Figure 1. Where the registers sit.
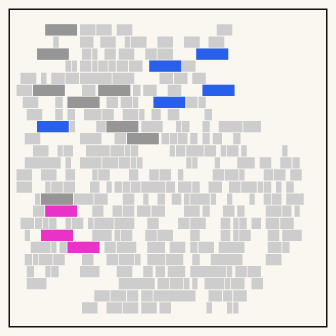
Figure 2. Metal 1.
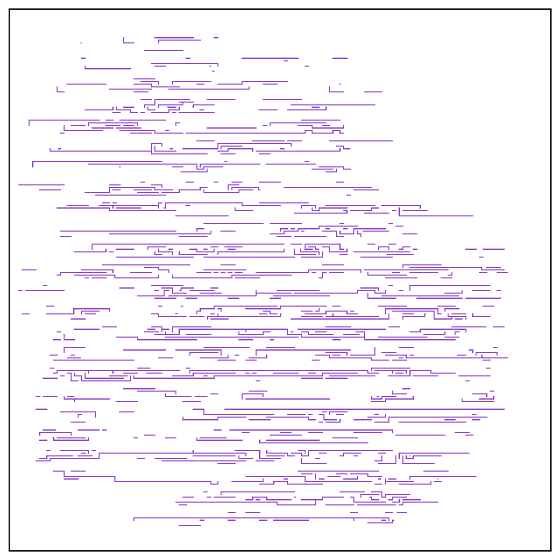
<file path="src/rtl/outport_arbiter.sv">
// Wormhole round-robin arbiter and credit-based flow controller for one router
// output port: picks an owner, holds it until the tail flit, strobes captures.
module outport_arbiter #(
    parameter int NUM_REQ = 5,
    parameter int SEL_W   = 3,
    parameter int CREDITS = 4,
    parameter int CNT_W   = 3
) (
    input  logic               clka,
    input  logic               rsta,
    input  logic [NUM_REQ-1:0] req_din,
    input  logic [NUM_REQ-1:0] tail_din,
    input  logic               credit_return_din,
    output logic [NUM_REQ-1:0] grant_dout,
    output logic [SEL_W-1:0]   sel_dout,
    output logic               toggle_dout,
    output logic [CNT_W-1:0]   credit_cnt_dout,
    output logic               credit_err_dout,
    output logic               dbg_state_dout,
    output logic [SEL_W-1:0]   dbg_ptr_dout
);

    // Handshake: a flit moves only in a cycle where toggle_dout is high, which
    // requires the owner's req_din (valid) and at least one downstream credit (ready).

    typedef enum logic {
        IDLE = 1'b0,
        XFER = 1'b1
    } state_t;

    localparam logic [CNT_W-1:0] LP_CREDITS = CNT_W'(CREDITS);

    state_t             r_state;
    state_t             w_state_nxt;
    logic [NUM_REQ-1:0] r_grant;
    logic [NUM_REQ-1:0] w_grant_nxt;
    logic [SEL_W-1:0]   r_sel;
    logic [SEL_W-1:0]   w_sel_nxt;
    logic [SEL_W-1:0]   r_ptr;
    logic [SEL_W-1:0]   w_ptr_nxt;
    logic [CNT_W-1:0]   r_cnt;
    logic               r_err;
    logic               w_found;
    logic [SEL_W-1:0]   w_pick;
    logic               w_toggle;
    logic               w_tail_done;

    function automatic logic [SEL_W-1:0] wrap_add(input logic [SEL_W-1:0] base, input int off);
        int s;
        s = int'(base) + off;
        if (s >= NUM_REQ) s = s - NUM_REQ;
        return s[SEL_W-1:0];
    endfunction

    // Cyclic search starting at the priority pointer.
    always_comb begin
        w_found = 1'b0;
        w_pick  = '0;
        for (int i = 0; i < NUM_REQ; i++) begin
            if (!w_found && req_din[wrap_add(r_ptr, i)]) begin
                w_found = 1'b1;
                w_pick  = wrap_add(r_ptr, i);
            end
        end
    end

    // Gated by rsta so a reset mid-packet never captures a flit.
    assign w_toggle    = (r_state == XFER) && req_din[r_sel] && (r_cnt != '0) && !rsta;
    assign w_tail_done = w_toggle && tail_din[r_sel];

    always_comb begin
        w_state_nxt = r_state;
        w_grant_nxt = r_grant;
        w_sel_nxt   = r_sel;
        w_ptr_nxt   = r_ptr;
        case (r_state)
            IDLE: begin
                if (w_found) begin
                    w_state_nxt = XFER;
                    w_grant_nxt = {{(NUM_REQ-1){1'b0}}, 1'b1} << w_pick;
                    w_sel_nxt   = w_pick;
                end
            end
            XFER: begin
                if (w_tail_done) begin
                    w_state_nxt = IDLE;
                    w_grant_nxt = '0;
                    w_ptr_nxt   = wrap_add(r_sel, 1);
                end
            end
            default: w_state_nxt = IDLE;
        endcase
    end

    always_ff @(posedge clka) begin
        if (rsta) begin
            r_state <= IDLE;
            r_grant <= '0;
            r_sel   <= '0;
            r_ptr   <= '0;
        end else begin
            r_state <= w_state_nxt;
            r_grant <= w_grant_nxt;
            r_sel   <= w_sel_nxt;
            r_ptr   <= w_ptr_nxt;
        end
    end

    // A return arriving with the counter already full is dropped and flagged.
    always_ff @(posedge clka) begin
        if (rsta) begin
            r_cnt <= LP_CREDITS;
            r_err <= 1'b0;
        end else begin
            case ({w_toggle, credit_return_din})
                2'b10: r_cnt <= r_cnt - CNT_W'(1);
                2'b01: begin
                    if (r_cnt == LP_CREDITS) r_err <= 1'b1;
                    else                     r_cnt <= r_cnt + CNT_W'(1);
                end
                default: r_cnt <= r_cnt;
            endcase
        end
    end

    assign grant_dout      = r_grant;
    assign sel_dout        = r_sel;
    assign toggle_dout     = w_toggle;
    assign credit_cnt_dout = r_cnt;
    assign credit_err_dout = r_err;
    assign dbg_state_dout  = (r_state == XFER);
    assign dbg_ptr_dout    = r_ptr;

endmodule
</file>
<file path="config.mk">
export PLATFORM = sky130hd
export DESIGN_NAME = outport_arbiter
export DESIGN_NICKNAME = d
export VERILOG_FILES = /design/src/rtl/outport_arbiter.sv
export SDC_FILE = /design/constraint.sdc
export NUM_CORES = 1
export LEC_CHECK = 0
export CAP_MARGIN = 20
export CELL_PAD_IN_SITES_DETAIL_PLACEMENT = 0
export CELL_PAD_IN_SITES_GLOBAL_PLACEMENT = 1
export CORE_MARGIN = 1
export CORE_UTILIZATION = 40
export CTS_CLUSTER_SIZE = 14
export DETAILED_ROUTE_END_ITERATION = 10
export PLACE_DENSITY = 0.88
export SYNTH_ARGS = -nofsm -noshare
export SYNTH_HDL_FRONTEND = slang
export SYNTH_SLANG_ARGS = --single-unit
</file>
<file path="constraint.sdc">
create_clock -name clka -period 3.9 [get_ports clka]
set_clock_uncertainty 0.1 [all_clocks]
set_input_delay 0.78 -clock clka [delete_from_list [all_inputs] [get_ports clka]]
set_output_delay 0.78 -clock clka [all_outputs]
set_load 0.01 [all_outputs]
</file>
==> results.sh <==
# flow metrics
export IMPL_status="completed"
export IMPL_intPower_w=0.000406
export IMPL_initialDrtViolationCount=69
export IMPL_reg2regPathDepth=10
export IMPL_overflow=0
export IMPL_r2r_start="dbg_ptr_dout[1]$_SDFFE_PP0P_"
export IMPL_ys_cells=236
export IMPL_critPathRequiredTime_ns=3.02
export IMPL_whs_ns=0.367
export IMPL_fp_util=0.427
export IMPL_fin_ws_ns=0.265
export IMPL_most_common_cell="nand2_1"
export IMPL_end_kind="output pin"
export IMPL_die_h_um=71.1
export IMPL_synth_async_reset_ratio=0
export IMPL_xor_area_frac=0.0412
export IMPL_crit_start="req_din[1]"
export IMPL_final_cell_area_um2=2380
export IMPL_cpPeakStageDelay_ns=0.66
export IMPL_first_global_vias=1834
export IMPL_yosys_stat_seqShare=0.168
export IMPL_relSlewSlack=0.637
export IMPL_antenna_found_initial=0
export IMPL_cp_arrival_ns=2.75
export IMPL_tns_ns=0
export IMPL_tightest_slew_ns=0.542
export IMPL_viasPerCell=5.83
export IMPL_rsz0062_at_grt="no"
export IMPL_mux_share=0.116
export IMPL_grt_max_degree=28
export IMPL_synthCells=236
export IMPL_simple_gate_share=0.243
export IMPL_maxPowerGroup="combinational logic"
Back to the opening pictures, Figure 1:
[magenta] `dbg_ptr_dout` | flops: 3
[blue] `grant_dout` | flops: 5 | where: top middle
not coloured: 8
Seq area share: 0.134
Reg area: 320 um2
fin util: 0.532

Back to the opening pictures, Figure 2:
longest straight run: 36.8 um
nets with wire on the layer: 275
share of all routed wire: 48%
wire length on this layer: 2,360 um
main direction: horizontal
met1 Use GR: 0.296
Final Routed Wirelength: 4.97 mm
DR vias: 1,917

[metal layers]
| metal | track usage | share of wire | up-vias |
|---|---|---|---|
| li1 | - | - | 946 |
| met1 | 0.296 | 0.48 | 913 |
| met2 | 0.337 | 0.48 | 48 |
| met3 | 0.0185 | 0.030 | 10 |
| met4 | 0.0756 | 0.019 | 0 |
| met5 | 0 | 0 | - |
[worst register-to-register path, stage by stage, from the launching register on]
cell and delay (ns):
dfxtp_1 0.49, buf_4 0.22, ha_1 0.45, nor2_1 0.10
mux2_2 0.29, and2_1 0.18, or3_4 0.40, or3_4 0.39
o221ai_2 0.23, or3b_1 0.40, o2bb2ai_1 0.16
[layout make-up]
class                      count  area [um2]
clock buffer                   4        55.1
fill                         421        2090
inverter                      14        52.6
multi-input combinational    194        1450
sequential                    16         320
tap                           52        65.1
timing repair buffer          49         439
